Fig. 1: run 1, the clock network
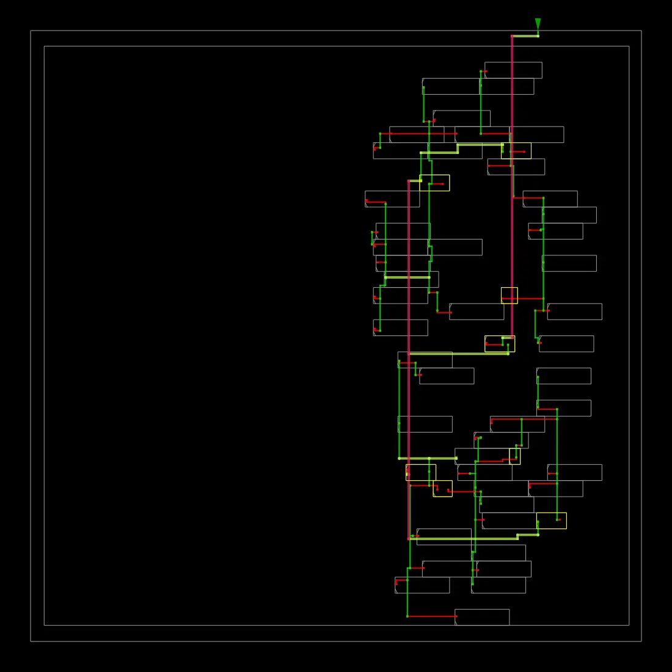
Fig. 2: run 1, cell classes on the final placement
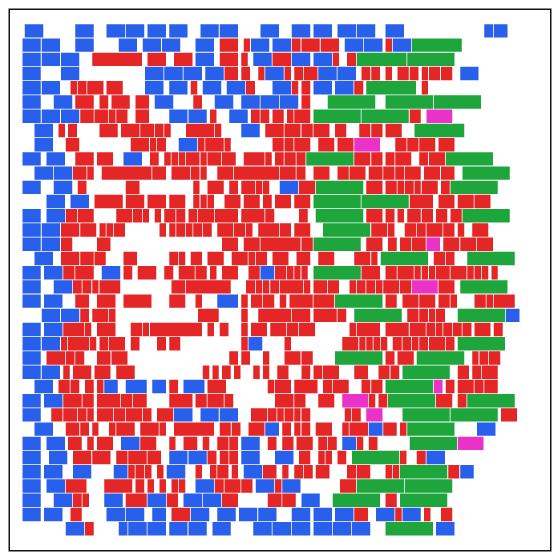
Fig. 3: run 1, sequential cells colored by netlist name
Scale bar: 20 um. Other sequential cells in the stronger gray, the rest of the logic in the fainter gray.
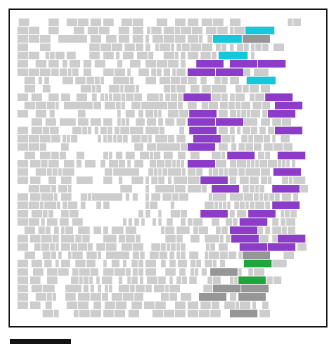
`src/rtl/piezo_sound_arbiter_if.sv`:
```
// piezo_sound_arbiter_if: note-event request bus between sound sources and the piezo arbiter
interface piezo_sound_arbiter_if #(
   parameter int NUM_REQ = 4,
   parameter int DUR_W   = 32
);
   localparam int OW = $clog2(NUM_REQ);
   logic [NUM_REQ-1:0]       req_valid;
   logic [4*NUM_REQ-1:0]     req_note;
   logic [DUR_W*NUM_REQ-1:0] req_dur;
   logic [NUM_REQ-1:0]       req_ready;
   logic                     mute;
   logic [3:0]               note_out;
   logic                     note_active;
   logic [OW-1:0]            owner;
   logic [NUM_REQ-1:0]       done;
   logic                     aborted;
   logic                     busy;
   modport master (
      output req_valid, req_note, req_dur, mute,
      input  req_ready, note_out, note_active, owner, done, aborted, busy
   );
   modport slave (
      input  req_valid, req_note, req_dur, mute,
      output req_ready, note_out, note_active, owner, done, aborted, busy
   );
endinterface

```
`src/rtl/piezo_sound_arbiter.sv`:
```
// piezo_sound_arbiter: priority/preemptive scheduler of note events onto one piezo tone generator; PIEZO_ARB_RR_EN adds round-robin among requesters 1..NUM_REQ-1
module piezo_sound_arbiter #(
   parameter int                 NUM_REQ      = 4,
   parameter int                 DUR_W        = 32,
   parameter int                 GAP_CYC      = 1000,
   parameter logic [NUM_REQ-1:0] PREEMPT_MASK = NUM_REQ'(1)
) (
   input logic clk,
   input logic reset_n,
   piezo_sound_arbiter_if.slave bus
);
   localparam int OW = $clog2(NUM_REQ);
   localparam logic [DUR_W-1:0] GAP_LD = DUR_W'(GAP_CYC > 0 ? GAP_CYC - 1 : 0);
   typedef enum logic [1:0] {IDLE, PLAY, GAP} state_t;
   state_t             state, state_d;
   logic [DUR_W-1:0]   counter, dur_sel;
   logic [3:0]         note_r;
   logic               mute_q;
   logic [OW-1:0]      owner_r, win, pre_idx, gnt_idx;
   logic               pre_hit, gnt_any;
   logic [NUM_REQ-1:0] done_r;
   logic               aborted_r;
`ifdef PIEZO_ARB_RR_EN
   logic [OW-1:0]      ptr, rr_idx;
`endif
   // state register
   always_ff @(posedge clk or negedge reset_n)
      if (!reset_n) state <= IDLE;
      else state <= state_d;
   // grant selection and next state; a preemption on the owner's final cycle is ignored so the note completes
   always_comb begin
      win = '0;
`ifdef PIEZO_ARB_RR_EN
      rr_idx = '0;
      for (int i = NUM_REQ - 2; i >= 0; i--) begin
         rr_idx = OW'((int'(ptr) - 1 + i) % (NUM_REQ - 1) + 1);
         if (bus.req_valid[rr_idx]) win = rr_idx;
      end
      if (bus.req_valid[0]) win = '0;
`else
      for (int i = NUM_REQ - 1; i >= 0; i--)
         if (bus.req_valid[i]) win = OW'(i);
`endif
      pre_hit = 1'b0;
      pre_idx = '0;
      for (int i = NUM_REQ - 1; i >= 0; i--)
         if (i < int'(owner_r) && bus.req_valid[i] && PREEMPT_MASK[i]) begin
            pre_hit = 1'b1;
            pre_idx = OW'(i);
         end
      state_d = state;
      gnt_any = 1'b0;
      gnt_idx = win;
      case (state)
         IDLE: begin
            gnt_any = |bus.req_valid;
            state_d = gnt_any ? PLAY : IDLE;
         end
         PLAY:
            if (counter == '0) state_d = (GAP_CYC > 0) ? GAP : IDLE;
            else begin
               gnt_any = pre_hit;
               gnt_idx = pre_idx;
            end
         default: state_d = (counter == '0) ? IDLE : GAP;
      endcase
      dur_sel = bus.req_dur[DUR_W*gnt_idx +: DUR_W];
   end
   // note latch, shared play/gap down-counter, done/aborted pulses and mute pipeline
   always_ff @(posedge clk or negedge reset_n)
      if (!reset_n) begin
         counter   <= '0;
         note_r    <= 4'hF;
         mute_q    <= 1'b0;
         owner_r   <= '0;
         done_r    <= '0;
         aborted_r <= 1'b0;
`ifdef PIEZO_ARB_RR_EN
         ptr       <= OW'(1);
`endif
      end else begin
         mute_q    <= bus.mute;
         done_r    <= '0;
         aborted_r <= 1'b0;
         if (gnt_any) begin
            owner_r <= gnt_idx;
            note_r  <= bus.req_note[4*gnt_idx +: 4];
            counter <= (dur_sel == '0) ? '0 : dur_sel - DUR_W'(1);
            if (state == PLAY) begin
               done_r    <= NUM_REQ'(1) << owner_r;
               aborted_r <= 1'b1;
            end
         end else if (state == PLAY && counter == '0) begin
            done_r  <= NUM_REQ'(1) << owner_r;
            counter <= GAP_LD;
         end else if (counter != '0) counter <= counter - DUR_W'(1);
`ifdef PIEZO_ARB_RR_EN
         if (gnt_any && gnt_idx != '0) ptr <= (gnt_idx == OW'(NUM_REQ - 1)) ? OW'(1) : gnt_idx + OW'(1);
`endif
      end
   // outputs; req_ready is held low while reset is asserted
   always_comb begin
      bus.req_ready   = (gnt_any && reset_n) ? NUM_REQ'(1) << gnt_idx : '0;
      bus.note_out    = (state == PLAY && !mute_q) ? note_r : 4'hF;
      bus.note_active = state == PLAY;
      bus.busy        = state != IDLE;
      bus.owner       = owner_r;
      bus.done        = done_r;
      bus.aborted     = aborted_r;
   end
endmodule

```
`src/flat_wrapper.sv`:
```
// flat-port wrapper written by rule: the top's interface ports become plain ports
module piezo_sound_arbiter_flat 
#(
   parameter int                 NUM_REQ      = 4,
   parameter int                 DUR_W        = 32,
   parameter int                 GAP_CYC      = 1000,
   parameter logic [NUM_REQ-1:0] PREEMPT_MASK = NUM_REQ'(1)
)
  (clk, reset_n, bus_req_valid, bus_req_note, bus_req_dur, bus_mute, bus_req_ready, bus_note_out, bus_note_active, bus_owner, bus_done, bus_aborted, bus_busy);
  piezo_sound_arbiter_if #(.NUM_REQ(NUM_REQ), .DUR_W(DUR_W)) bus_i ();
  input logic clk;
  input logic reset_n;
  input wire logic [$bits(bus_i.req_valid)-1:0] bus_req_valid;
  input wire logic [$bits(bus_i.req_note)-1:0] bus_req_note;
  input wire logic [$bits(bus_i.req_dur)-1:0] bus_req_dur;
  input wire logic [$bits(bus_i.mute)-1:0] bus_mute;
  output wire logic [$bits(bus_i.req_ready)-1:0] bus_req_ready;
  output wire logic [$bits(bus_i.note_out)-1:0] bus_note_out;
  output wire logic [$bits(bus_i.note_active)-1:0] bus_note_active;
  output wire logic [$bits(bus_i.owner)-1:0] bus_owner;
  output wire logic [$bits(bus_i.done)-1:0] bus_done;
  output wire logic [$bits(bus_i.aborted)-1:0] bus_aborted;
  output wire logic [$bits(bus_i.busy)-1:0] bus_busy;
  assign bus_i.req_valid = bus_req_valid;
  assign bus_i.req_note = bus_req_note;
  assign bus_i.req_dur = bus_req_dur;
  assign bus_i.mute = bus_mute;
  assign bus_req_ready = bus_i.req_ready;
  assign bus_note_out = bus_i.note_out;
  assign bus_note_active = bus_i.note_active;
  assign bus_owner = bus_i.owner;
  assign bus_done = bus_i.done;
  assign bus_aborted = bus_i.aborted;
  assign bus_busy = bus_i.busy;
  piezo_sound_arbiter #(.NUM_REQ(NUM_REQ), .DUR_W(DUR_W), .GAP_CYC(GAP_CYC), .PREEMPT_MASK(PREEMPT_MASK)) u_core (.clk(clk), .reset_n(reset_n), .bus(bus_i));
endmodule
```
`config.mk`:
```
export PLATFORM = sky130hd
export DESIGN_NAME = piezo_sound_arbiter_flat
export DESIGN_NICKNAME = d
export VERILOG_FILES = /design/src/rtl/piezo_sound_arbiter_if.sv /design/src/rtl/piezo_sound_arbiter.sv /design/src/flat_wrapper.sv
export SDC_FILE = /design/constraint.sdc
export NUM_CORES = 1
export LEC_CHECK = 0
export ABC_CLOCK_PERIOD_IN_PS = 11500
export CAP_MARGIN = 40
export CORE_MARGIN = 2
export CORE_UTILIZATION = 50
export CTS_CLUSTER_DIAMETER = 80
export DETAILED_ROUTE_END_ITERATION = 7
export PLACE_DENSITY = 0.95
export SYNTH_ARGS = -nofsm -noshare
export SYNTH_HDL_FRONTEND = slang
export SYNTH_SLANG_ARGS = --single-unit
```
`constraint.sdc`:
```
create_clock -name clk -period 11.5 [get_ports clk]
set_clock_uncertainty 0.05 [all_clocks]
set_input_delay 2.3 -clock clk [delete_from_list [all_inputs] [get_ports clk]]
set_output_delay 2.3 -clock clk [all_outputs]
set_load 0.05 [all_outputs]
```
==> CHANGELOG.md, run 1 <==
## Flow update

* Logic inverters at 9
* Signal buf overhead at 0.261
* Total chip power at 690 uW
* CP Depth at 6
* Ys flop type: dfrtp_1
* Sw Ratio at 0.401
* Hold Slack at 463 ps
* Clock group share of total power at 0.148
* Htree depth at 2
* Top Layer Used: met4
* Comb area share at 0.528
* P&R area growth vs syn at 38.8%
* Clk pwr at 102 uW
* Top cell excl fill/tap: clkdlybuf4s50_1
* Status: finished clean
* Synth unique cells at 76
* Critical path endpoint: bus_req_ready[0]
* Syn Area/Cell at 7.86 um^2
* CP max-delay cell: clkdlybuf4s50_1
* Int Pwr at 413 uW
* Register area share after synthesis at 0.235
* RSZ-0062 raised after global routing: no
* Clk slew on worst S/H paths at 80 ps
* Post-route cell area at 6840 um^2
* Ys cells at 627
* Pleak at 2.54 nW
* Final WS setup at 3910 ps
* Crit Path Max Fanout at 25
* Ranking of synthesized cells by area: dfrtp_1 21%, xnor2_1 5.5%, nor2_1 4.9%, nand2_1 4.7%, a21oi_1 4.6%
* Peak supply drop at 0.0554 mV
* Hold-critical path depth at 2
* Non-clock buffers at 182
* Seq pwr at 280 uW
* Wire length on met1 at 7.34 mm
* Min Tclk post-route at 7590 ps
* Startpoint types: primary input
* Commonest non-fill, non-tap cells in the layout: 165 x clkdlybuf4s50_1, 64 x nor2_1, 62 x nand2_1
* CP Data Required Time at 9150 ps
* Die Wd at 103 um
* Register Area at 1160 um^2
* Max-area cell share at 0.213
* Ys flops at 46
* Crit path largest cell delay at 850 ps
* Core Rows at 36
* Met2 wire len at 8.71 mm
* XOR/XNOR share of the synthesized area at 0.0871
* Dpl cell area at 6750 um^2
* Crit Reg-Reg Endpoint: u_core.counter[28]
* CORE AREA at 9680 um^2
* GRT met1 Usage at 0.470
About Fig. 1:
clk latency late pin: 320 ps
flip-flops: 46
clock sink total: 46

About Fig. 2:
| color | class | cells | share of their area |
|---|---|---|---|
| red | remaining logic cells | 543 | 55% |
| magenta | clock drivers and dummy loads | 8 | 1.3% |
| green | registers | 46 | 17% |
| blue | remaining buffers and delay cells | 182 | 27% |

About Fig. 3:
| color | signal | sequential cells |
|---|---|---|
| green | u_core.state | 2 |
| purple | u_core.counter | 32 |
| cyan | u_core.note_r | 4 |

Fig. 4: run 1, cell sizes after repair
Scale bar: 20 um.
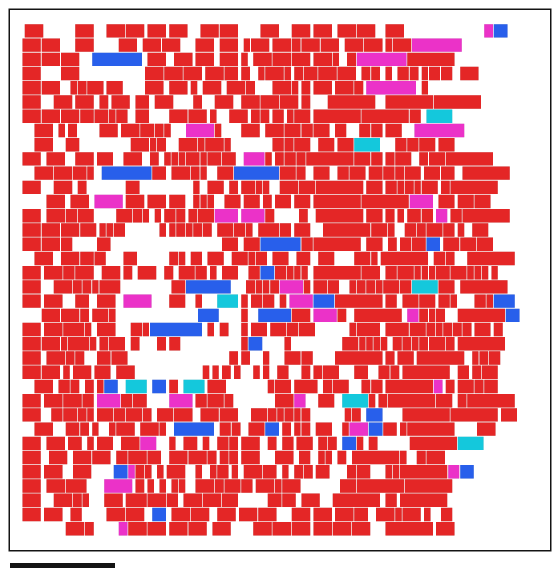

==> run 2: changes to the inputs <==
ABC_CLOCK_PERIOD_IN_PS = 6800   (was 11500)
CORE_UTILIZATION = 43   (was 50)
PLACE_DENSITY = 0.9   (was 0.95)
clock period = 6.8 ns   (was 11.5 ns; I/O delays follow)
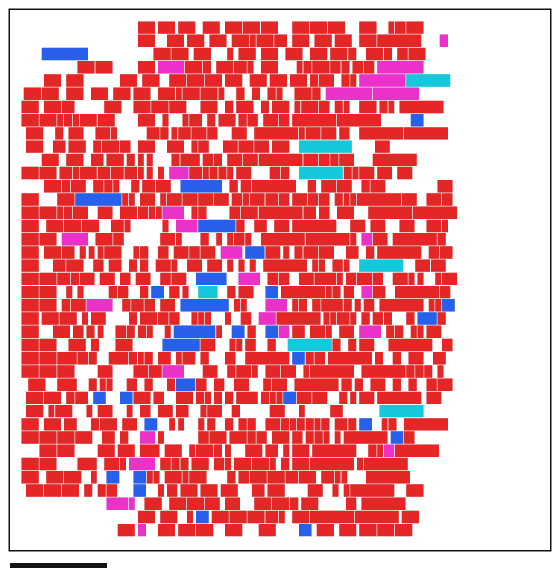
Fig. 5. Cell sizes after repair (run 2).
Scale bar: 20 um.
| color | size | cells | share |
|---|---|---|---|
| red | x1 and smaller | 719 | 92% |
| cyan | x6 and larger | 7 | 0.90% |
| magenta | x2 | 26 | 3.3% |
| blue | x3 and x4 | 29 | 3.7% |
Final WS setup: 1260 ps
post-route cell area: 6940 um^2

==> run 2 against run 1 <==
Sequential cell count stayed put. Wire length shrank 2.6%. Critical path depth is 3 higher. First-iteration DRC count shrank 6.2%. Combinational power grew 67%. Clock-buffer cell count is 1 higher. Global-route usage decreased by 5.8 points. Worst setup slack worse by 2700 ps. Final area grew 1.4%. Die size is 16% higher. Utilization fell by 9.4 points. Non-clock buffer count rose by 2. Largest power group unchanged. Highest routed layer unchanged.
==> CHANGELOG.md, run 2 <==
## Flow update

* Sw Ratio at 0.366
* Logic inverters at 9
* Comb area share at 0.520
* Synth unique cells at 76
* Min Tclk post-route at 5540 ps
* CORE AREA at 11300 um^2
* Clock group share of total power at 0.218
* XOR/XNOR share of the synthesized area at 0.0871
* Status: finished clean
* Clk pwr at 276 uW
* RSZ-0062 raised after global routing: no
* Total chip power at 1.26 mW
* Non-clock buffers at 184
* Startpoint types: primary input
* Ys flops at 46
* CP max-delay cell: clkdlybuf4s50_1
* P&R area growth vs syn at 40.7%
* Met2 wire len at 8.91 mm
* Commonest non-fill, non-tap cells in the layout: 164 x clkdlybuf4s50_1, 64 x nor2_1, 62 x nand2_1
* Register area share after synthesis at 0.235
* Syn Area/Cell at 7.86 um^2
* Top Layer Used: met4
* Clock sink total at 46
* Signal buf overhead at 0.258
* Critical path endpoint: bus_req_ready[3]
* Hold Slack at 442 ps
* Clk slew on worst S/H paths at 60 ps
* Ys cells at 627
* Hold-critical path depth at 2
* CP Depth at 9
* Seq pwr at 475 uW
* Ranking of synthesized cells by area: dfrtp_1 21%, xnor2_1 5.5%, nor2_1 4.9%, nand2_1 4.7%, a21oi_1 4.6%
* Ys flop type: dfrtp_1
* Crit Reg-Reg Endpoint: u_core.counter[24]
* Flip-flops at 46
* Wire length on met1 at 7.19 mm
* Core Rows at 39
* Pleak at 2.58 nW
Power is estimated from default activity; no workload was simulated.
